**config.mk**
```make
export PLATFORM = sky130hd
export DESIGN_NAME = furcula_wb_bridge_flat
export DESIGN_NICKNAME = d
export VERILOG_FILES = /design/src/rtl/furcula_wb_bridge_if.sv /design/src/rtl/furcula_wb_bridge.sv /design/src/flat_wrapper.sv
export SDC_FILE = /design/constraint.sdc
export NUM_CORES = 1
export LEC_CHECK = 0
export ABC_AREA = 1
export ABC_CLOCK_PERIOD_IN_PS = 3100
export CELL_PAD_IN_SITES_DETAIL_PLACEMENT = 1
export CELL_PAD_IN_SITES_GLOBAL_PLACEMENT = 2
export CORE_MARGIN = 2
export CORE_UTILIZATION = 27
export CTS_CLUSTER_DIAMETER = 150
export DETAILED_ROUTE_END_ITERATION = 10
export PLACE_DENSITY = 0.8
export SLEW_MARGIN = 20
export SYNTH_ARGS = -nofsm -noshare
export SYNTH_HDL_FRONTEND = slang
export SYNTH_SLANG_ARGS = --single-unit
```
**constraint.sdc**
```tcl
create_clock -name clk_i -period 3.1 [get_ports clk_i]
set_input_delay 0.62 -clock clk_i [delete_from_list [all_inputs] [get_ports clk_i]]
set_output_delay 0.62 -clock clk_i [all_outputs]
set_load 0.01 [all_outputs]
```
**src/rtl/furcula_wb_bridge_if.sv**
```systemverilog
// Furcula request port and pipelined Wishbone master port of the bridge.
// slave = bridge view, master = requester/Wishbone-slave environment view.
interface furcula_wb_bridge_if #(
   parameter int DW = 64,
   parameter int AW = 64
);
   localparam int LB = $clog2(DW / 8);

   logic          f_cyc_i;
   logic          f_stb_i;
   logic          f_we_i;
   logic          f_signed_i;
   logic [1:0]    f_siz_i;
   logic [AW-1:0] f_adr_i;
   logic [DW-1:0] f_dat_i;
   logic          f_ack_o;
   logic          f_err_o;
   logic [DW-1:0] f_dat_o;
   logic          f_busy_o;

   logic             wb_cyc_o;
   logic             wb_stb_o;
   logic             wb_we_o;
   logic [AW-LB-1:0] wb_adr_o;
   logic [DW/8-1:0]  wb_sel_o;
   logic [DW-1:0]    wb_dat_o;
   logic [DW-1:0]    wb_dat_i;
   logic             wb_ack_i;
   logic             wb_err_i;
   logic             wb_stall_i;

   modport slave (
      input  f_cyc_i, f_stb_i, f_we_i, f_signed_i, f_siz_i, f_adr_i, f_dat_i,
      output f_ack_o, f_err_o, f_dat_o, f_busy_o,
      output wb_cyc_o, wb_stb_o, wb_we_o, wb_adr_o, wb_sel_o, wb_dat_o,
      input  wb_dat_i, wb_ack_i, wb_err_i, wb_stall_i
   );

   modport master (
      output f_cyc_i, f_stb_i, f_we_i, f_signed_i, f_siz_i, f_adr_i, f_dat_i,
      input  f_ack_o, f_err_o, f_dat_o, f_busy_o,
      input  wb_cyc_o, wb_stb_o, wb_we_o, wb_adr_o, wb_sel_o, wb_dat_o,
      output wb_dat_i, wb_ack_i, wb_err_i, wb_stall_i
   );
endinterface

```
**src/rtl/furcula_wb_bridge.sv**
```systemverilog
// Single-outstanding Furcula to pipelined Wishbone bridge: lane steering,
// read extension, alignment check, wait timeout and requester abort.
module furcula_wb_bridge #(
   parameter int DW      = 64,
   parameter int AW      = 64,
   parameter int TIMEOUT = 255
) (
   input logic                 clk_i,
   input logic                 reset_ni,
   furcula_wb_bridge_if.slave  bus
);
   localparam int NUM_LANES = DW / 8;
   localparam int LB        = $clog2(NUM_LANES);
   localparam int CW        = (TIMEOUT > 1) ? $clog2(TIMEOUT + 1) : 1;
   localparam logic [CW-1:0] TO_LAST = (TIMEOUT > 0) ? CW'(TIMEOUT - 1) : '0;

   typedef enum logic [1:0] {IDLE, ISSUE, WAIT, RESP} state_t;

   typedef struct packed {
      logic          we;
      logic          sgn;
      logic [1:0]    siz;
      logic [LB-1:0] off;
   } req_t;

   state_t        state;
   req_t          req;
   logic [CW-1:0] cnt;
   logic          take_rsp;
   logic          timed_out;

   function automatic logic misaligned(input logic [2:0] a, input logic [1:0] siz);
      case (siz)
         2'd0:    misaligned = 1'b0;
         2'd1:    misaligned = a[0];
         2'd2:    misaligned = |a[1:0];
         default: misaligned = (|a) | (DW == 32);
      endcase
   endfunction

   function automatic logic [NUM_LANES-1:0] lane_sel(input logic [LB-1:0] off, input logic [1:0] siz);
      logic [NUM_LANES-1:0] r;
      for (int i = 0; i < NUM_LANES; i++)
         r[i] = (i >= int'(off)) && (i < int'(off) + (1 << siz));
      return r;
   endfunction

   function automatic logic [DW-1:0] lane_rep(input logic [DW-1:0] d, input logic [1:0] siz);
      logic [DW-1:0] r;
      for (int i = 0; i < NUM_LANES; i++)
         r[i*8 +: 8] = d[(i % (1 << siz))*8 +: 8];
      return r;
   endfunction

   // Shift the addressed lanes down to bit 0, then zero- or sign-fill above the top selected bit.
   function automatic logic [DW-1:0] rd_extract(input logic [DW-1:0] d, input req_t r);
      logic [DW-1:0] s;
      logic [DW-1:0] res;
      int            top;
      s   = d >> {r.off, 3'b000};
      top = (8 << r.siz) - 1;
      if (top > DW - 1) top = DW - 1;
      for (int i = 0; i < DW; i++)
         res[i] = (i <= top) ? s[i] : (r.sgn & s[top]);
      return res;
   endfunction

   always_comb begin
      take_rsp  = (bus.wb_ack_i | bus.wb_err_i) & ((state == WAIT) | ~bus.wb_stall_i);
      timed_out = (TIMEOUT > 0) && (cnt == TO_LAST);
   end

   always_ff @(posedge clk_i or negedge reset_ni) begin
      if (!reset_ni) begin
         state        <= IDLE;
         req          <= '0;
         cnt          <= '0;
         bus.f_ack_o  <= 1'b0;
         bus.f_err_o  <= 1'b0;
         bus.f_busy_o <= 1'b0;
         bus.f_dat_o  <= '0;
         bus.wb_cyc_o <= 1'b0;
         bus.wb_stb_o <= 1'b0;
         bus.wb_we_o  <= 1'b0;
         bus.wb_adr_o <= '0;
         bus.wb_sel_o <= '0;
         bus.wb_dat_o <= '0;
      end else begin
         bus.f_ack_o <= 1'b0;
         bus.f_err_o <= 1'b0;
         case (state)
            IDLE: begin
               if (bus.f_cyc_i && bus.f_stb_i) begin
                  bus.f_busy_o <= 1'b1;
                  req <= '{we: bus.f_we_i, sgn: bus.f_signed_i, siz: bus.f_siz_i,
                           off: bus.f_adr_i[LB-1:0]};
                  if (misaligned(bus.f_adr_i[2:0], bus.f_siz_i)) begin
                     state       <= RESP;
                     bus.f_err_o <= 1'b1;
                  end else begin
                     state        <= ISSUE;
                     cnt          <= '0;
                     bus.wb_cyc_o <= 1'b1;
                     bus.wb_stb_o <= 1'b1;
                     bus.wb_we_o  <= bus.f_we_i;
                     bus.wb_adr_o <= bus.f_adr_i[AW-1:LB];
                     bus.wb_sel_o <= lane_sel(bus.f_adr_i[LB-1:0], bus.f_siz_i);
                     bus.wb_dat_o <= lane_rep(bus.f_dat_i, bus.f_siz_i);
                  end
               end
            end
            ISSUE, WAIT: begin
               cnt <= cnt + 1'b1;
               // Abort outranks any response; a slave reply in this cycle is dropped.
               if (!bus.f_cyc_i) begin
                  state        <= IDLE;
                  bus.f_busy_o <= 1'b0;
                  bus.wb_cyc_o <= 1'b0;
                  bus.wb_stb_o <= 1'b0;
               end else if (take_rsp) begin
                  state        <= RESP;
                  bus.wb_cyc_o <= 1'b0;
                  bus.wb_stb_o <= 1'b0;
                  if (bus.wb_err_i) begin
                     bus.f_err_o <= 1'b1;
                  end else begin
                     bus.f_ack_o <= 1'b1;
                     if (!req.we) bus.f_dat_o <= rd_extract(bus.wb_dat_i, req);
                  end
               end else if (timed_out) begin
                  state        <= RESP;
                  bus.f_err_o  <= 1'b1;
                  bus.wb_cyc_o <= 1'b0;
                  bus.wb_stb_o <= 1'b0;
               end else if (state == ISSUE && !bus.wb_stall_i) begin
                  state        <= WAIT;
                  bus.wb_stb_o <= 1'b0;
               end
            end
            RESP: begin
               state        <= IDLE;
               bus.f_busy_o <= 1'b0;
            end
            default: state <= IDLE;
         endcase
      end
   end
endmodule

```
**src/flat_wrapper.sv**
```systemverilog
// flat-port wrapper written by rule: the top's interface ports become plain ports
module furcula_wb_bridge_flat 
#(
   parameter int DW      = 64,
   parameter int AW      = 64,
   parameter int TIMEOUT = 255
)
  (clk_i, reset_ni, bus_f_cyc_i, bus_f_stb_i, bus_f_we_i, bus_f_signed_i, bus_f_siz_i, bus_f_adr_i, bus_f_dat_i, bus_f_ack_o, bus_f_err_o, bus_f_dat_o, bus_f_busy_o, bus_wb_cyc_o, bus_wb_stb_o, bus_wb_we_o, bus_wb_adr_o, bus_wb_sel_o, bus_wb_dat_o, bus_wb_dat_i, bus_wb_ack_i, bus_wb_err_i, bus_wb_stall_i);
  furcula_wb_bridge_if #(.DW(DW), .AW(AW)) bus_i ();
  input logic clk_i;
  input logic reset_ni;
  input wire logic [$bits(bus_i.f_cyc_i)-1:0] bus_f_cyc_i;
  input wire logic [$bits(bus_i.f_stb_i)-1:0] bus_f_stb_i;
  input wire logic [$bits(bus_i.f_we_i)-1:0] bus_f_we_i;
  input wire logic [$bits(bus_i.f_signed_i)-1:0] bus_f_signed_i;
  input wire logic [$bits(bus_i.f_siz_i)-1:0] bus_f_siz_i;
  input wire logic [$bits(bus_i.f_adr_i)-1:0] bus_f_adr_i;
  input wire logic [$bits(bus_i.f_dat_i)-1:0] bus_f_dat_i;
  output wire logic [$bits(bus_i.f_ack_o)-1:0] bus_f_ack_o;
  output wire logic [$bits(bus_i.f_err_o)-1:0] bus_f_err_o;
  output wire logic [$bits(bus_i.f_dat_o)-1:0] bus_f_dat_o;
  output wire logic [$bits(bus_i.f_busy_o)-1:0] bus_f_busy_o;
  output wire logic [$bits(bus_i.wb_cyc_o)-1:0] bus_wb_cyc_o;
  output wire logic [$bits(bus_i.wb_stb_o)-1:0] bus_wb_stb_o;
  output wire logic [$bits(bus_i.wb_we_o)-1:0] bus_wb_we_o;
  output wire logic [$bits(bus_i.wb_adr_o)-1:0] bus_wb_adr_o;
  output wire logic [$bits(bus_i.wb_sel_o)-1:0] bus_wb_sel_o;
  output wire logic [$bits(bus_i.wb_dat_o)-1:0] bus_wb_dat_o;
  input wire logic [$bits(bus_i.wb_dat_i)-1:0] bus_wb_dat_i;
  input wire logic [$bits(bus_i.wb_ack_i)-1:0] bus_wb_ack_i;
  input wire logic [$bits(bus_i.wb_err_i)-1:0] bus_wb_err_i;
  input wire logic [$bits(bus_i.wb_stall_i)-1:0] bus_wb_stall_i;
  assign bus_i.f_cyc_i = bus_f_cyc_i;
  assign bus_i.f_stb_i = bus_f_stb_i;
  assign bus_i.f_we_i = bus_f_we_i;
  assign bus_i.f_signed_i = bus_f_signed_i;
  assign bus_i.f_siz_i = bus_f_siz_i;
  assign bus_i.f_adr_i = bus_f_adr_i;
  assign bus_i.f_dat_i = bus_f_dat_i;
  assign bus_f_ack_o = bus_i.f_ack_o;
  assign bus_f_err_o = bus_i.f_err_o;
  assign bus_f_dat_o = bus_i.f_dat_o;
  assign bus_f_busy_o = bus_i.f_busy_o;
  assign bus_wb_cyc_o = bus_i.wb_cyc_o;
  assign bus_wb_stb_o = bus_i.wb_stb_o;
  assign bus_wb_we_o = bus_i.wb_we_o;
  assign bus_wb_adr_o = bus_i.wb_adr_o;
  assign bus_wb_sel_o = bus_i.wb_sel_o;
  assign bus_wb_dat_o = bus_i.wb_dat_o;
  assign bus_i.wb_dat_i = bus_wb_dat_i;
  assign bus_i.wb_ack_i = bus_wb_ack_i;
  assign bus_i.wb_err_i = bus_wb_err_i;
  assign bus_i.wb_stall_i = bus_wb_stall_i;
  furcula_wb_bridge #(.DW(DW), .AW(AW), .TIMEOUT(TIMEOUT)) u_core (.clk_i(clk_i), .reset_ni(reset_ni), .bus(bus_i));
endmodule
```
==> images/clock_map.png <==
(2 px per micron)
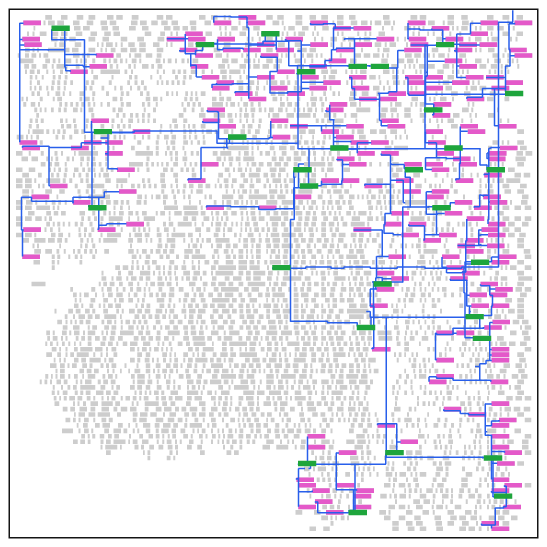
[blue] clock wires | length: 3860 microns
[magenta] flip-flops | count: 220
[green] cells driving clock nets | count: 30
routed clock nets: 31

==> reports/metrics.yaml <==
peakVddDrop_mv: 0.577
globalRouteTotalUtil_pct: 28.5
worst_pin_slew_ns: 0.815
ys_types: 61
p_switching_mw: 9.47
mostFrequentLayoutCells: "745 x nand2_1, 614 x buf_4, 402 x clkdlybuf4s50_1"
taps: 873
rows: 95
cp_max_fo: 8
cpMaxStageDelayCell: "a21oi_4"
drive_above_1_share_pct: 28.1
place_area_sq_um: 27000
seq_area_share_pct: 17.9
wl_per_cell_microns: 22.5
comb_share_pct: 40.1
fin_worst_skew_ns: 0.0396
tool_warnings: 48
yosysCellCount: 2866
drc: 0
clock.fmax_ghz: 0.0971
largest_class: "multi-input combinational cells"
combPwrFrac_pct: 58.3
flop_cell: "dfrtp_1"
grt_pass1_vias: 26300
finalWorstSetupSlack_ns: -7.20
r2r_cells: 12
timing.reg2reg.setup_slack_ns: 0.34
required_ns: 3.66
synth.avg_cell_area_sq_um: 6.34
top_regs: "u_core.bus.f_dat_o: 64 flops, u_core.bus.wb_dat_o: 64 flops, u_core.bus.wb_adr_o: 61 flops"
total_power_mw: 21.6
maxSlewViolCount: 0
grt.overflow.total: 0
final_cells: 4726
pwr-share-clk_pct: 17.6
area_share_nonclk_buffers_pct: 31.2
dp_slack_ns: -8.48
diodes: 2
ys_async_sr_fraction_pct: 100
cp_common_cell: "nand2_2"
postRouteAntennaNets: 0
yosys_area_sq_um: 18200
tritoncts: "built"
grt_antenna_before_repair: 3
cp.depth: 73
syn_nets: 3100
n_all_inverters: 299
comb_cells: 2198
clockBufferDepth: 3
ios: 406
drv_cap: 0
grt_first_pass_wirelength_microns: 156000
insertion_delay_ns: 0.62
fill_cells: 8266
period_minus_slack_ns: 10.30
cts-buffers-inserted: 30
cts-root-buf: "clkbuf_16"
yosysTopAreaCell: "dfrtp_1"
core_sq_um: 66900
ys_warn_count: 0
p_leak_nw: 14.3
flop-count: 220
clkTransAtPathRegs_ns: 0.06
comb_area_sq_um: 12400
wl_microns: 106000
buffers: 1078
power_frac_seq_pct: 24.0
finalSetupViolCount: 64
drt_pass1_iterations: 5
status: "finished with violations"
period_used_pct: 332
fp.dieArea_sq_um: 69400
die_x_microns: 263
endpoint_kind: "flop"
worstSetupPathType: "in2reg"
cts.sinks: 220
top_cell_area_share_pct: 30.3
gp_congestion: 0.964
final_common_cell: "nand2_1"
viasPerCell: 5.33
common_cells: "821 x nand2_1, 325 x o21ai_0, 265 x inv_1, 241 x nor2_1, 220 x dfrtp_1"
top_cell: "nand2_1"
endpoint: "u_core.bus.wb_dat_o[4]"
mux_share_pct: 0.551
ys_ff: 220
initial_core_util_pct: 27.2
cts_max_level: 1
hp-class: "in2reg"
clkbuf_count: 39
timing.rr.end: "u_core.bus.f_dat_o[37]"
swShare_pct: 43.9
area_leaders: "dfrtp_1 30%, nand2_1 17%, o21ai_0 8.9%"
setup_tns_ns: -297.41
dp_hpwl_microns: 75400
syn_to_final_growth_pct: 69.6
internal-power_mw: 12.1
synth.logic.top_family: "simple AND/OR/NAND/NOR gates"
synthAdderAreaFrac_pct: 2.18
clockNetworkAreaShare_pct: 3.51
max_slew_margin_pct: 45.1
violations: "negative setup slack"
==> images/metal_stack.png <==
(1 px per micron)
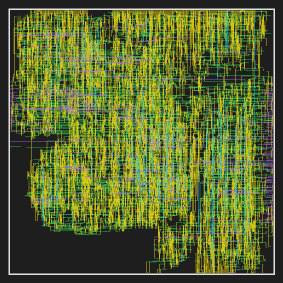
| colour | layer | wire length |
|---|---|---|
| purple | met3 | 5520 microns |
| orange | met5 | 12.9 microns |
| green | met1 | 43.5 mm |
| cyan | met4 | 4850 microns |
| yellow | met2 | 52.4 mm |

worst min path at each step:
stage | end | from | depth (start not counted) | slack [ns]
3_5_place_dp | u_core.bus.wb_adr_o[3] | u_core.bus.wb_adr_o[3] | 2 | 0.46
4_1_cts | u_core.req[4] | bus_f_siz_i[1] | 4 | 0.38
3_3_place_gp | u_core.bus.wb_adr_o[41] | u_core.bus.wb_adr_o[41] | 2 | 0.45
2_1_floorplan | u_core.bus.f_ack_o | reset_ni | 0 | 0.32
6_report | u_core.req[4] | bus_f_siz_i[1] | 4 | 0.40
5_1_grt | u_core.req[4] | bus_f_siz_i[1] | 4 | 0.44
power by group through the flow:
stage | Clock [mW] | Combinational (mW) | Sequential [mW]
2_1_floorplan | 0 | 4.74 | 5.52
3_3_place_gp | 0 | 11.4 | 5.16
3_5_place_dp | 0 | 11.6 | 5.21
4_1_cts | 3.86 | 12.2 | 5.18
5_1_grt | 3.99 | 13.5 | 5.34
6_report | 3.80 | 12.6 | 5.19
repair_timing:
action                     4_1_cts  5_1_grt
buffers inserted               126       54
pin swaps                      141      138
setup endpoints to repair       73       64
hold endpoints to repair        59        0
hold buffers                     1        0
gates resized                  253       96
gates cloned                     8        2
worst reg2reg max path, cell delays in order (launching register included):
cell      delay [ns]
dfrtp_1         0.33
buf_4           0.29
inv_1           0.35
o32ai_1         0.55
nand2_1         0.10
nand3_1         0.09
o211ai_1        0.10
o211ai_1        0.10
nand2_1         0.10
inv_1           0.12
nand2_1         0.06
buf_4           0.25
a31oi_1         0.22
metal layers:
layer	vias up	track usage, %	wire length [microns]	part of all wire, %
met1	12500	35.1	43500	41
li1	11500	-	-	-
met3	284	3.29	5520	5.2
met4	2	11.5	4850	4.6
met2	860	50.3	52400	49
met5	-	0	12	0.011
Power is estimated from default activity; no workload was simulated.
